### config.mk
export PLATFORM = sky130hd
export DESIGN_NAME = wb_port_arbiter
export DESIGN_NICKNAME = d
export VERILOG_FILES = /design/src/rtl/wb_port_arbiter_pkg.sv /design/src/rtl/wb_result_fifo.sv /design/src/rtl/wb_port_arbiter.sv
export SDC_FILE = /design/constraint.sdc
export NUM_CORES = 1
export LEC_CHECK = 0
export CAP_MARGIN = 40
export CELL_PAD_IN_SITES_DETAIL_PLACEMENT = 0
export CELL_PAD_IN_SITES_GLOBAL_PLACEMENT = 2
export CORE_ASPECT_RATIO = 0.6
export CORE_MARGIN = 10
export CORE_UTILIZATION = 31
export CTS_CLUSTER_SIZE = 20
export DETAILED_ROUTE_END_ITERATION = 8
export HOLD_SLACK_MARGIN = 0.06
export PLACE_DENSITY_LB_ADDON = 0.1
export SYNTH_ARGS = -nofsm -noshare
export SYNTH_HDL_FRONTEND = slang
export SYNTH_HIERARCHICAL = 1
export SYNTH_SLANG_ARGS = --single-unit
export TNS_END_PERCENT = 30
### constraint.sdc
create_clock -name clk -period 7 [get_ports clk]
set_input_delay 1.4 -clock clk [delete_from_list [all_inputs] [get_ports clk]]
set_output_delay 1.4 -clock clk [all_outputs]
set_load 0.05 [all_outputs]
### src/rtl/wb_port_arbiter_pkg.sv
// Shared constants for the write-back port arbiter and its result FIFO.
//   REG_W  : register-number width
//   DATA_W : register data width
//   R0     : the hard-wired zero register; writes to it are dropped
package wb_port_arbiter_pkg;
    localparam int              REG_W  = 5;
    localparam int              DATA_W = 32;
    localparam logic [REG_W-1:0] R0    = '0;
endpackage

### src/rtl/wb_result_fifo.sv
// MDU result FIFO. Each entry holds {valid, rn, data}. Entries can be
// invalidated in place by register number (WAW kill); an invalidated entry
// keeps its slot until it reaches the head and is popped.
// Ports:
//   clk, rst                    : clock, async active-high reset
//   push, push_rn, push_data    : enqueue at tail (caller guarantees not full)
//   pop                         : drop head entry (caller guarantees not empty)
//   kill_en, kill_rn            : clear every valid entry with matching rn
//   rs, rt, match               : match = some valid non-r0 entry has rn==rs or rn==rt
//   head_valid/head_rn/head_data: head entry (head_valid=0 when empty)
//   count                       : number of occupied slots, 0..DEPTH
module wb_result_fifo
    import wb_port_arbiter_pkg::*;
#(
    parameter int DEPTH = 4,
    parameter int AW    = 2
) (
    input  logic              clk,
    input  logic              rst,
    input  logic              push,
    input  logic [REG_W-1:0]  push_rn,
    input  logic [DATA_W-1:0] push_data,
    input  logic              pop,
    input  logic              kill_en,
    input  logic [REG_W-1:0]  kill_rn,
    input  logic [REG_W-1:0]  rs,
    input  logic [REG_W-1:0]  rt,
    output logic              match,
    output logic              head_valid,
    output logic [REG_W-1:0]  head_rn,
    output logic [DATA_W-1:0] head_data,
    output logic [AW:0]       count
);
    logic [DEPTH-1:0]             vld;
    logic [DEPTH-1:0][REG_W-1:0]  rn;
    logic [DEPTH-1:0][DATA_W-1:0] data;
    logic [AW-1:0]                head, tail;

    // Later assignments win: kill, then pop clear, then push set. A push
    // landing on the same edge as a kill therefore survives it.
    always_ff @(posedge clk or posedge rst) begin
        if (rst) begin
            vld   <= '0;
            head  <= '0;
            tail  <= '0;
            count <= '0;
        end else begin
            for (int i = 0; i < DEPTH; i++)
                if (kill_en && vld[i] && rn[i] == kill_rn) vld[i] <= 1'b0;
            if (pop) begin
                vld[head] <= 1'b0;
                head      <= head + 1'b1;
            end
            if (push) begin
                vld[tail] <= 1'b1;
                tail      <= tail + 1'b1;
            end
            if (push && !pop)      count <= count + 1'b1;
            else if (pop && !push) count <= count - 1'b1;
        end
    end

    // Payload needs no reset: it is only observed behind a valid bit.
    always_ff @(posedge clk) begin
        if (push) begin
            rn[tail]   <= push_rn;
            data[tail] <= push_data;
        end
    end

    always_comb begin
        match = 1'b0;
        for (int i = 0; i < DEPTH; i++)
            if (vld[i] && rn[i] != R0 && (rn[i] == rs || rn[i] == rt)) match = 1'b1;
    end

    assign head_valid = vld[head] && (count != '0);
    assign head_rn    = rn[head];
    assign head_data  = data[head];
endmodule

### src/rtl/wb_port_arbiter.sv
// Register-file write-port arbiter between the pipeline WB stage and the MDU.
// The pipeline always owns the port; MDU results queue in a FIFO and drain
// on free cycles. Also produces RAW stall and drain request for the hazard unit.
// Ports:
//   clk, rst                      : clock, async active-high reset
//   wb_wreg, wb_rn, wb_data       : pipeline write-back
//   mdu_valid, mdu_rn, mdu_data   : MDU result; mdu_ready = FIFO has room
//   id_rs, id_rt, raw_stall       : ID sources vs pending MDU results
//   drain_req                     : head waited too long or FIFO full
//   rf_we, rf_wn, rf_d            : register-file write port
module wb_port_arbiter
    import wb_port_arbiter_pkg::*;
#(
    parameter int DEPTH   = 4,
    parameter int AW      = 2,
    parameter int AGE_MAX = 8
) (
    input  logic              clk,
    input  logic              rst,
    input  logic              wb_wreg,
    input  logic [REG_W-1:0]  wb_rn,
    input  logic [DATA_W-1:0] wb_data,
    input  logic              mdu_valid,
    input  logic [REG_W-1:0]  mdu_rn,
    input  logic [DATA_W-1:0] mdu_data,
    output logic              mdu_ready,
    input  logic [REG_W-1:0]  id_rs,
    input  logic [REG_W-1:0]  id_rt,
    output logic              raw_stall,
    output logic              drain_req,
    output logic              rf_we,
    output logic [REG_W-1:0]  rf_wn,
    output logic [DATA_W-1:0] rf_d
);
    localparam int               AGE_W    = $clog2(AGE_MAX + 1);
    localparam logic [AGE_W-1:0] AGE_TOP  = AGE_W'(AGE_MAX);
    localparam logic [AW:0]      CNT_FULL = (AW + 1)'(DEPTH);

    logic              pw, push, pop, nonempty;
    logic              head_valid;
    logic [REG_W-1:0]  head_rn;
    logic [DATA_W-1:0] head_data;
    logic [AW:0]       count, count_next;
    logic [AGE_W-1:0]  age, age_next;

    assign pw        = wb_wreg && (wb_rn != R0);
    assign mdu_ready = (count != CNT_FULL);
    // r0 results are accepted (handshake completes) but never stored.
    assign push      = mdu_valid && mdu_ready && (mdu_rn != R0);
    assign nonempty  = (count != '0);
    // Killed heads leave without using the port, so they go even under pw.
    assign pop       = nonempty && (!head_valid || !pw);

    wb_result_fifo #(.DEPTH(DEPTH), .AW(AW)) u_fifo (
        .clk       (clk),
        .rst       (rst),
        .push      (push),
        .push_rn   (mdu_rn),
        .push_data (mdu_data),
        .pop       (pop),
        .kill_en   (pw),
        .kill_rn   (wb_rn),
        .rs        (id_rs),
        .rt        (id_rt),
        .match     (raw_stall),
        .head_valid(head_valid),
        .head_rn   (head_rn),
        .head_data (head_data),
        .count     (count)
    );

    always_comb begin
        rf_we = 1'b0;
        rf_wn = R0;
        rf_d  = '0;
        if (!rst) begin
            if (pw) begin
                rf_we = 1'b1;
                rf_wn = wb_rn;
                rf_d  = wb_data;
            end else if (head_valid) begin
                rf_we = 1'b1;
                rf_wn = head_rn;
                rf_d  = head_data;
            end
        end
    end

    always_comb begin
        count_next = count;
        if (push && !pop)      count_next = count + 1'b1;
        else if (pop && !push) count_next = count - 1'b1;
        age_next = age;
        if (!nonempty || pop)                 age_next = '0;
        else if (head_valid && age != AGE_TOP) age_next = age + 1'b1;
    end

    // drain_req is registered from the next-state values so it tracks the
    // registered age/count exactly: set the cycle the limit is reached,
    // cleared the cycle after the head pops.
    always_ff @(posedge clk or posedge rst) begin
        if (rst) begin
            age       <= '0;
            drain_req <= 1'b0;
        end else begin
            age       <= age_next;
            drain_req <= (age_next == AGE_TOP) || (count_next == CNT_FULL);
        end
    end
endmodule

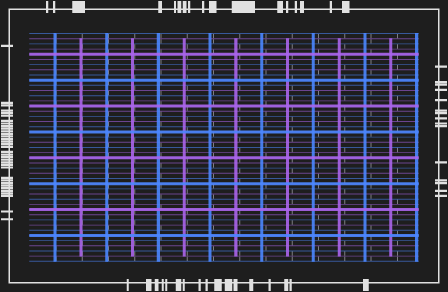
**Above:** run 1 (PDN straps and rails).
Pins as bars on the die edge. Tap cells in gray.
VDD -> purple
VSS -> blue
rows = 44
signal pins = 129
met5 straps = 8

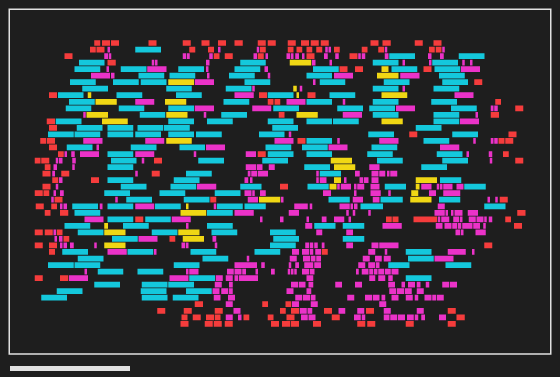
**Above:** run 1 (placed cells, one color a class).
Bar = 50 um.
flip-flops -> cyan  # cells 164, share of their area 51%
clock drivers and dummy loads -> yellow  # cells 32, share of their area 6.7%
all other logic -> magenta  # cells 339, share of their area 29%
other buffers and delay cells -> red  # cells 137, share of their area 13%

==> run notes, run 1 <==
The full implementation flow was run.

The flow ran to the end, and the final reports show no timing, DRC or antenna violations. TritonCTS built the clock tree. For reference, XOR and XNOR gates occupy 7.74% of the area reported after synthesis. The path with the worst hold slack has its endpoint at u_fifo/tail[0]. Looking at the worst setup and hold paths, the clock pins of their registers show a slew of 60 ps. In this run the critical register-to-register path is launched from u_fifo/vld[2]. The met2 routed wirelength stands at 9410 um.

The final-layout clock-cell area share stands at 6.40%. The area of the multi-input gates stands at 0.00274 mm^2. Detailed routing placed a total of 1340 um of wire on met3. The quantity of hold-fixing buffers added after cts stands at 0. Summed over all cells, the static leakage comes to 3.51 nW. After layout the signal buffers, clock cells excluded, come to 12.8% of cell area. The peak per-stage delay on the critical path stands at 610 ps. The sequential group share of total power stands at 37.0%. Combinational logic burns 36.6% of the power. The first global-routing pass estimated 33,000 um of wire.

The routability-driven placement congestion ratio stands at 0.845. The cell count after synthesis stands at 532. The number of global-route vias before repair is 5,272. The number of warning messages in the logs stands at 35.

The largest register by flop count is u_fifo/data. Net switching is 34.3% of the power. The clock network power consumption stands at 1.01 mW.

The synthesis report gives the async set-or-reset register share as 9.76%. For this run the detailed placement stage logged an HPWL of 15,200 um. The final-report hold violation count stands at 0. The worst setup path is launched from a primary input. The sum of negative setup slack stands at 0 ps.

The share of synthesized cell area in and, or, nand and nor gates stands at 7.92%. After layout, the minimum clock period comes to 5730 ps. For this run, combinational gates with multiple inputs come to 322. The finished layout holds 997 standard cells, fillers aside. The detailed-route wire length per cell stands at 21.8 um.

The register with the most flip-flops in the layout has 128 of them. Per the hold report, the tightest min-delay path originates at u_fifo/tail[0]. The highest layer touched by signal routing is met4. The design received a total of 322 well taps at floorplan. Once detail routing completed, the nets flagged for antenna violations numbered 0. According to the floorplan report, the total die area is 0.0321 mm^2.

The most critical setup path has its endpoint at rf_d[3]. The met2 capacity usage during global routing stands at 20.3%. The registers reported with the highest flop counts are u_fifo/data (128), u_fifo/rn (20). Once placement finished, the instance area stood at 0.00932 mm^2. The cell family contributing the most delay on the critical path is buffers and inverters. The proportion of cell area occupied by multi-input gates stands at 27.4%. According to the finish report, the design has a final net count of 762. The net count of the mapped netlist stands at 635.

According to the Yosys statistics, the synthesized design has a chip area of 0.00781 mm^2. The vias after detailed routing stands at 4,804. The mux cell area share after synthesis stands at 11.3%. The non-clock inverters instantiated in the layout total 17.

Among all cell classes, the greatest summed area belongs to registers. The slew check shows that the tightest pin keeps a relative margin of 47.4%. Listed in order, past its start point the critical path passes clkdlybuf4s50_1, or3_4, or2_1, nand2_2, inv_2, o21ai_4, buf_4, a21oi_1, buf_4. The core region is 0.0245 mm^2. The worst setup path is of the primary input to output port kind. The power after layout stands at 3.81 mW. The transition time of the tightest slew-check pin stands at 790 ps. The latest clock arrival within the worst-skew pair stands at 420 ps. The cell total in the yosys stat output stands at 532. The largest net degree at the start of global routing stands at 41. The via density per instance stands at 4.82. The overflow left after global routing stands at 0.

Ranked by instance count, the synthesized netlist is headed by edfxtp_1 (148), nand2_1 (84), xor2_1 (38), a21oi_1 (37), mux4_2 (37). In the post-synthesis netlist, the biggest area contributors are edfxtp_1 (57%), mux4_2 (11%), dfrtp_1 (5.1%). The total of cells resized after clock tree synthesis stands at 0. Looking at the clock tree report, the root buffer type is clkbuf_16. The sequential-cell power consumption stands at 1.41 mW. Prior to clock tree synthesis, the placed netlist has a worst setup slack of 1200 ps. The part of the power in the clock network stands at 26.5%. The met3 track demand over resource in global routing stands at 4.03%. Sequential cells placed in the final layout were counted as 164. The highest supply drop recorded on VDD is 196 uV. The count of placed standard cells including taps stands at 962.

The post-synthesis instance area stands at 0.00781 mm^2. The fraction of final layout cells sized beyond drive strength 1 stands at 20.8%. The initialized floorplan defines 44 standard-cell rows. The routed design has 21,700 um of wire. Yosys mapped the design onto 50 distinct sky130hd cell types. The power per cell area stands at 382 mW/mm^2. The share of the clock period used by the worst path after layout stands at 81.8%.

TritonCTS reports the number of clock sinks as 164. The data arrival time reported for the critical path is 4330 ps. The number of ports placed on the die boundary stands at 129.

The detailed-routing iteration count for the pre-antenna-repair pass stands at 4. The number of port buffers stands at 128. Per the layout area report, the sequential fraction of cell area is 48.6%. edfxtp_1 takes more of the synthesized area than any other cell. The H-tree was split into 4 levels.

OpenSTA lists the critical path startpoint as wb_rn[1]. The number of max-capacitance violations reported stands at 0. The synthesis-stage register bit count stands at 164. The final max-slew violation count stands at 0. Across all hold checks on the routed design, the worst slack comes to 551 ps. The endpoint required time on the critical path stands at 5600 ps. The signed area change from the synthesized netlist to the final layout stands at 27.7%. The die outline height stands at 143 um.

The post-synth tally of flip-flops with integrated enable stands at 148. The horizontal die dimension reported for this design is 225 um. Counting plain and timing-repair buffers in the layout gives 137.

The net load switching power stands at 1.31 mW. Setup repair after global routing left no endpoint under its margin. The maximum frequency from static timing analysis stands at 175 MHz. The tightest min-delay check is of the flip-flop to flip-flop type. The final timing report counts setup violations totalling 0. The fraction of post-synthesis cell area in the top cell type by area stands at 56.9%. The cell count of the worst reg-to-reg path stands at 10. In the layout the commonest cells are edfxtp_1 (148), clkdlybuf4s50_1 (90), nand2_1 (83). Before placement the cells fill 31.9% of the core. The final routed DRC violation total stands at 0. The final design area excluding fillers stands at 0.00997 mm^2. STA reports a reg2reg setup slack of 3940 ps. The met1 routed wirelength after detailed routing stands at 10,800 um. Among the non-sequential cells, multiplexers take the most area. Among all flip-flop cells after synthesis, the most frequent one is edfxtp_1. Once iteration 0 of detailed routing completed, the report listed 306 DRC markers. The count of warnings emitted by yosys stands at 6.

The post-CTS setup-driven buffer insertion count stands at 0. In the global route stage, met1 resource usage came out at 19.5%. The register area stands at 0.00485 mm^2. The slowest stage of the critical path is the o21ai_4 cell. Summing the areas of all compound-gate instances in the mapped netlist gives 5.40% of the synthesized area. Counting the fill cells in the layout gives 2,252. The share of the Yosys chip area taken by registers is 62.0%. The global routing stage identified its most utilized layer as met2. The final antenna diode tally reported by the flow is 3.

The total internal power stands at 2.50 mW. The synthesis stats list as the most numerous cell edfxtp_1. The maximum root-to-sink buffer count stands at 2.

The number of buffer and inverter instances along the worst setup path stands at 4. The worst setup path is captured at an output port. Once layout is complete, the utilization of the core stands at 40.7%.
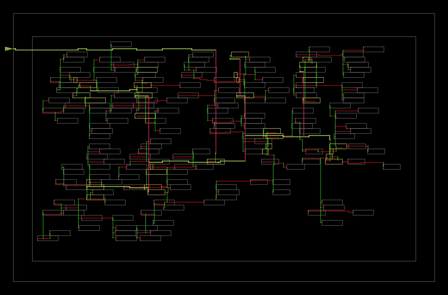
**Above:** run 1 (clock wiring as the flow saved it).
worst clock skew: 6.96 ps
number of clock buffer instances in the layout: 19
number of buffers added by the clock tree synthesis step: 17

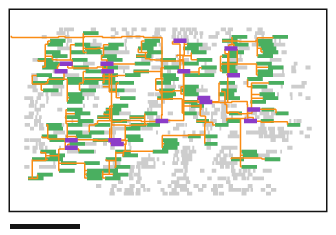
**Above:** run 1 (clock network drawn from the DEF).
Bar = 50 um.
cells driving clock nets -> purple  # count 17
flip-flops -> green  # count 164
clock wires -> orange  # length 2,080 um
routed clock nets = 18

==> run 1 -> run 2 <==
Clock period 7 ns to 4.8 ns, I/O delays scaled along.
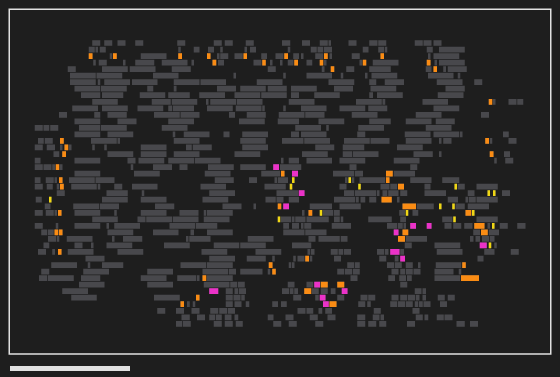
**Above:** run 2 (gate-type map).
Bar = 50 um.
inverting AOI/OAI gates -> orange  # cells 54, most used a21oi_1, where widely spread
AND and OR gates -> magenta  # cells 15, most used and2_2
inverters -> yellow  # cells 17, most used inv_1, where east

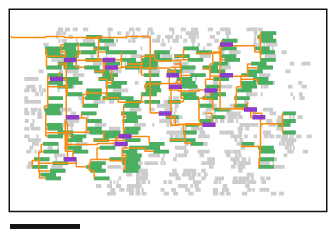
**Above:** run 2 (clock network drawn from the DEF).
Bar = 50 um.
clock wires -> orange  # length 1,950 um
flip-flops -> green  # count 164
cells driving clock nets -> purple  # count 17
routed clock nets = 18

==> run 2 against run 1 <==
Compared with the run above:
- worst hold slack worse by 18 ps
- combinational power up 46%
- count of clock-buffer cells in the layout up 1
- clock power up about 30%
- cell count up 0.10%
- flip-flop count unchanged
- first-iteration DRC count down 11%
- power up 42%
- utilization down 0.18 points
- non-clock buffer count up 2
- largest power group unchanged
==> run notes, run 2 <==
The full implementation flow was run.

The run finished with clean final reports. The tally of clock buffers in the finished layout stands at 20. The detailed-routing iteration count for the pre-antenna-repair pass stands at 4. The final hold slack stands at 532 ps. The most critical setup path has its endpoint at raw_stall.

The register with the most flip-flops in the layout has 128 of them. The antenna violation net count after detailed routing stands at 0. Setup repair after global routing left no endpoint under its margin. The synthesis run shows the most used standard cells to be edfxtp_1 (148), nand2_1 (84), xor2_1 (38), a21oi_1 (37), mux4_2 (37).

The biggest slice of the area belongs to registers. The worst-case clock skew stands at 10.1 ps. Per the CTS log, the buffer count on the longest clock path is 2. The design has 164 sequential cells. At the pin with the least slew margin, the transition time is 775 ps. The tightest min-delay check is of the flip-flop to flip-flop type.

The latest clock arrival within the worst-skew pair stands at 430 ps. The met3 layer wire length in the routed design stands at 1450 um. The clock network power consumption stands at 1.31 mW. The maximum frequency from static timing analysis stands at 233 MHz. The area of the multi-input gates stands at 0.00274 mm^2. The flow inserted 322 tap cells.

VDD sags by at most 276 uV. Clock tree buffers and inverters occupy 5.72% of the routed design's cell area. Yosys reports the multiplexer fraction of the synthesized area as 11.3%. Per the layout area report, the sequential fraction of cell area is 48.8%. The power per cell area stands at 543 mW/mm^2.

The core region is 0.0245 mm^2. The share of total power dissipated in sequential elements is 38.1%. After routing the design area is 0.00992 mm^2. The launch point of the worst register-to-register path is recorded as u_fifo/vld[3].

In this run, synthesis produced a sequential element count of 164. Ranked by flip-flop count, first place goes to u_fifo/data. The report counts max-capacitance violations totalling 0. In the Yosys report the total cell count is 532. The met2 routed wirelength stands at 9260 um. Entering global routing, the biggest net connects 41 pins. The logs give a warning total of 35. The part of the power in the clock network stands at 24.2%. The number of distinct library cell variants in the gate-level netlist after synthesis stands at 50. The count of final setup violators stands at 0.

The floorplan-stage core utilization stands at 31.9%. For reference, the top cells by area after synthesis are edfxtp_1 (57%), mux4_2 (11%), dfrtp_1 (5.1%). Routed signal wires occupy layers up through met4. The sequential area share after synthesis stands at 62.0%. From left edge to right edge, the die measures 225 um.

The sequential-cell power consumption stands at 2.06 mW. The maximum level of the CTS H-tree stands at 4. The violation tally recorded at the end of detailed-routing iteration 0 is 272. The number of inverters outside the clock class in the layout stands at 17. The number of placed instances, taps included, is 964.

The post-CTS setup-driven buffer insertion count stands at 0. The final max-slew violation count stands at 0. The routed wire length stands at 21,500 um.

Counting the fill cells in the layout gives 2,254. The met1 routing resource usage after global routing stands at 19.5%. In the synthesized netlist, the number of instances is 532.

The met3 track demand over resource in global routing stands at 4.79%. The script reports the combined buffer and inverter count of the critical path as 2. After detailed routing, the number of vias per cell comes to 4.84. In the post-synthesis netlist, the cell with the most instances is edfxtp_1.

The post-synth tally of flip-flops with integrated enable stands at 148. The pre-CTS setup slack stands at 545 ps. After clock tree synthesis, the clock-pin slew on the worst setup and hold paths is 60 ps.

In this run the most used layer during global routing was met2. The net count of the mapped netlist stands at 635. The critical path starts at id_rt[2]. TritonCTS built the clock tree. The net count reported at finish stands at 764. The cell count of the worst reg-to-reg path stands at 10. The worst setup path is captured at an output port. The proportion of register bits with asynchronous set or reset after synthesis stands at 9.76%.

The number of global-route vias before repair came to 5,428. The fraction of post-synthesis cell area in the top cell type by area stands at 56.9%. The cell-mix breakdown from Yosys lists the simple-gate area share as 7.92%. Looking at the critical path, the single cell with the biggest stage delay is clkdlybuf4s50_1. The routability-driven placement congestion ratio stands at 0.869. Measured along the y axis, the die boundary spans 143 um.

The final period demand of the worst path stands at 4290 ps. The proportion of cell area occupied by multi-input gates stands at 27.6%. Per the hold report, the tightest min-delay path originates at u_fifo/tail[0].

The total of cells resized after clock tree synthesis stands at 0. The final layout reports a setup TNS of 0 ps. After Yosys synthesis, XOR and XNOR cells account for 7.74% of the synthesized area. The total internal power stands at 3.50 mW. The quantity of hold-fixing buffers added after cts stands at 0.

The floorplan step defined a die boundary enclosing 0.0321 mm^2. In this run switching power makes up 35.1% of total power. The arrival time at the worst endpoint stands at 3330 ps. The wire-length estimate of the detail-placed layout is 15,000 um. Per the synth stats, the flop cell with the highest instance count is edfxtp_1. The worst setup path is of the primary input to output port kind. Looking at the clock tree report, the root buffer type is clkbuf_16.

The wire length of the first global-routing pass stands at 33,500 um. The design draws 5.39 mW. The net load switching power stands at 1.89 mW.

Counting plain and timing-repair buffers in the layout gives 139. For reference, the critical path cell chain is clkdlybuf4s50_1, xnor2_1, nand3_1, nor3_1, o221ai_1, nand4_1, clkdlybuf4s50_1. The post-synthesis instance area stands at 0.00781 mm^2. The logic gate share of total power stands at 37.7%.

Per the detail_route report, routed wire per instance is 21.5 um. The count of warnings emitted by yosys stands at 6.
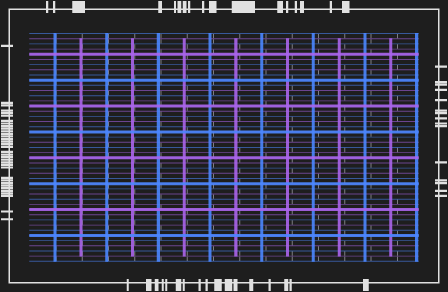
**Above:** run 2 (PDN straps and rails).
Pins as bars on the die edge. Tap cells in gray.
VDD -> purple
VSS -> blue
signal pins = 129
met4 straps = 15
met5 straps = 8
rows = 44

==> run 2 -> run 3 <==
Settings changed: PLACE_DENSITY set to 0.74, PLACE_DENSITY_LB_ADDON 0.1 to unset.
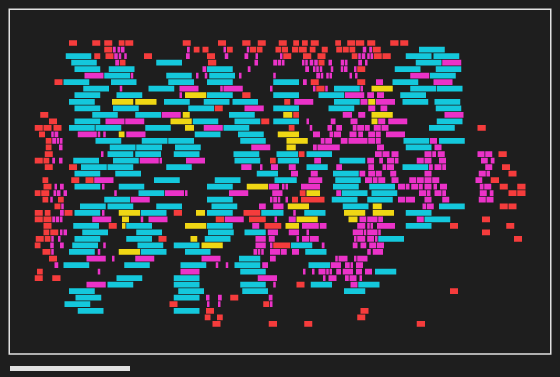
**Above:** run 3 (placed cells, one color a class).
Bar = 50 um.
other buffers and delay cells -> red  # cells 140, share of their area 14%
clock drivers and dummy loads -> yellow  # cells 32, share of their area 6.1%
flip-flops -> cyan  # cells 164, share of their area 51%
all other logic -> magenta  # cells 339, share of their area 29%

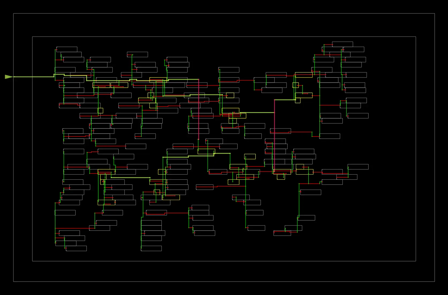
**Above:** run 3 (clock wiring as the flow saved it).
clock sink count: 164
Seq cells: 164
clock network power consumption: 1.31 mW
Clock Latency Late Sink: 440 ps

==> run 3 against run 2 <==
Compared with the run above:
- maximum frequency down 0.78%
- synthesized cell count unchanged
- clock power about the same
- first-iteration DRC count up 30%
- critical path type unchanged
==> run notes, run 3 <==
The full implementation flow was run.

The run finished with clean final reports. The worst-case clock skew stands at 19.9 ps. The post-synth tally of flip-flops with integrated enable stands at 148. The maximum level of the CTS H-tree stands at 4. Relative to the synthesized area, the layout overhead comes to 27.7%.

The area of the multi-input gates stands at 0.00273 mm^2. The repair_antennas step left the layout with diodes totalling 0. Per the synthesis report, the dominant area consumer among library cells is edfxtp_1. The floorplan row count stands at 44. Checking max transition, the worst relative margin is 57.5%.

For this design, the CTS-stage hold fixing added 0 buffers. The met3 track demand over resource in global routing stands at 4.83%. The chip occupies 0.0321 mm^2. STA classifies the critical path endpoint as an output port. The pre-CTS setup slack stands at 468 ps.

The number of inverters outside the clock class in the layout stands at 17. The sum of negative setup slack stands at 0 ps. In this run the cell area measured after placement is 0.00939 mm^2. The most frequently used library cell after synthesis is edfxtp_1. The leakage component of the power stands at 3.50 nW.

The cell count after synthesis stands at 532. STA puts the critical path data required time at 3840 ps. The synthesized netlist has a Yosys-reported chip area of 0.00781 mm^2. The sequential-cell power consumption stands at 2.05 mW. STA classifies the critical path startpoint as a primary input. The number of flip-flops under the largest register name stands at 128. Looking at the setup timing report, the critical path kind is primary input to output port. Combinational logic is responsible for 38.2% of the overall power.

The number of global-route vias before repair is 5,359. Per the gpl log, the routability congestion estimate is 0.848. In this design, the largest share of critical-path delay is due to buffers and inverters.

The largest register by flop count is u_fifo/data. The met3 layer wire length in the routed design stands at 1650 um. The net load switching power stands at 1.99 mW. The maximum root-to-sink buffer count stands at 2. The commonest cells after synthesis are edfxtp_1 (148), nand2_1 (84), xor2_1 (38), a21oi_1 (37), mux4_2 (37). Overall power consumption after layout is estimated at 5.44 mW. The half-perimeter wire length after detailed placement stands at 15,000 um.

The fraction of area in registers stands at 48.6%. Multi-input gates account for 27.4% of the area. The floorplan report gives the top-level pin count as 129. The final design was reported to hold multi-input combinational gates totalling 322. The part of the power in the clock network stands at 24.1%.

The final layout report lists a filler cell count of 2,238. Per the TritonCTS log, the buffer count is 17. Clock tree synthesis selected as its root buffer the cell clkbuf_16.

Data on the critical path arrives at its endpoint at 3360 ps. The met1 routed wirelength after detailed routing stands at 9300 um. The area of the core region stands at 0.0245 mm^2.

The count of routing violations after the opening detailed-route iteration stands at 353. The register area stands at 0.00485 mm^2. The routed wire length stands at 21,100 um. The count of warnings emitted by yosys stands at 6. The initial utilization of the core area, before any placement, comes to 31.9%.

After detailed routing, the number of remaining DRC violations is 0. Clock tree buffers and inverters occupy 5.82% of the routed design's cell area. Setup repair after global routing left no endpoint under its margin.

The most used flip-flop cell after synthesis is edfxtp_1. The share of synthesized cell area in and, or, nand and nor gates stands at 7.92%. Per the synthesis report, the XOR/XNOR share of the synthesized area is 7.74%. The final design area excluding fillers stands at 0.00997 mm^2.

The most common logic cells in the final layout are edfxtp_1 (148), clkdlybuf4s50_1 (90), nand2_1 (84). Entering global routing, the biggest net connects 41 pins. The peak per-stage delay on the critical path stands at 850 ps. The total of cells resized after clock tree synthesis stands at 0. The number of warning messages in the logs stands at 35.
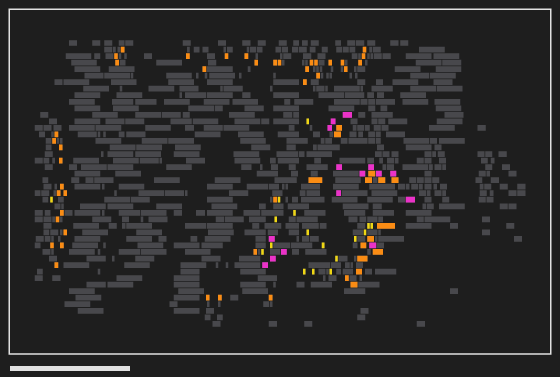
**Above:** run 3 (gate-type map).
Bar = 50 um.
AND and OR gates -> magenta  # cells 15, most used and2_2, where center
inverters -> yellow  # cells 17, most used inv_1
inverting AOI/OAI gates -> orange  # cells 54, most used a21oi_1

Power and IR drop assume default switching activity.
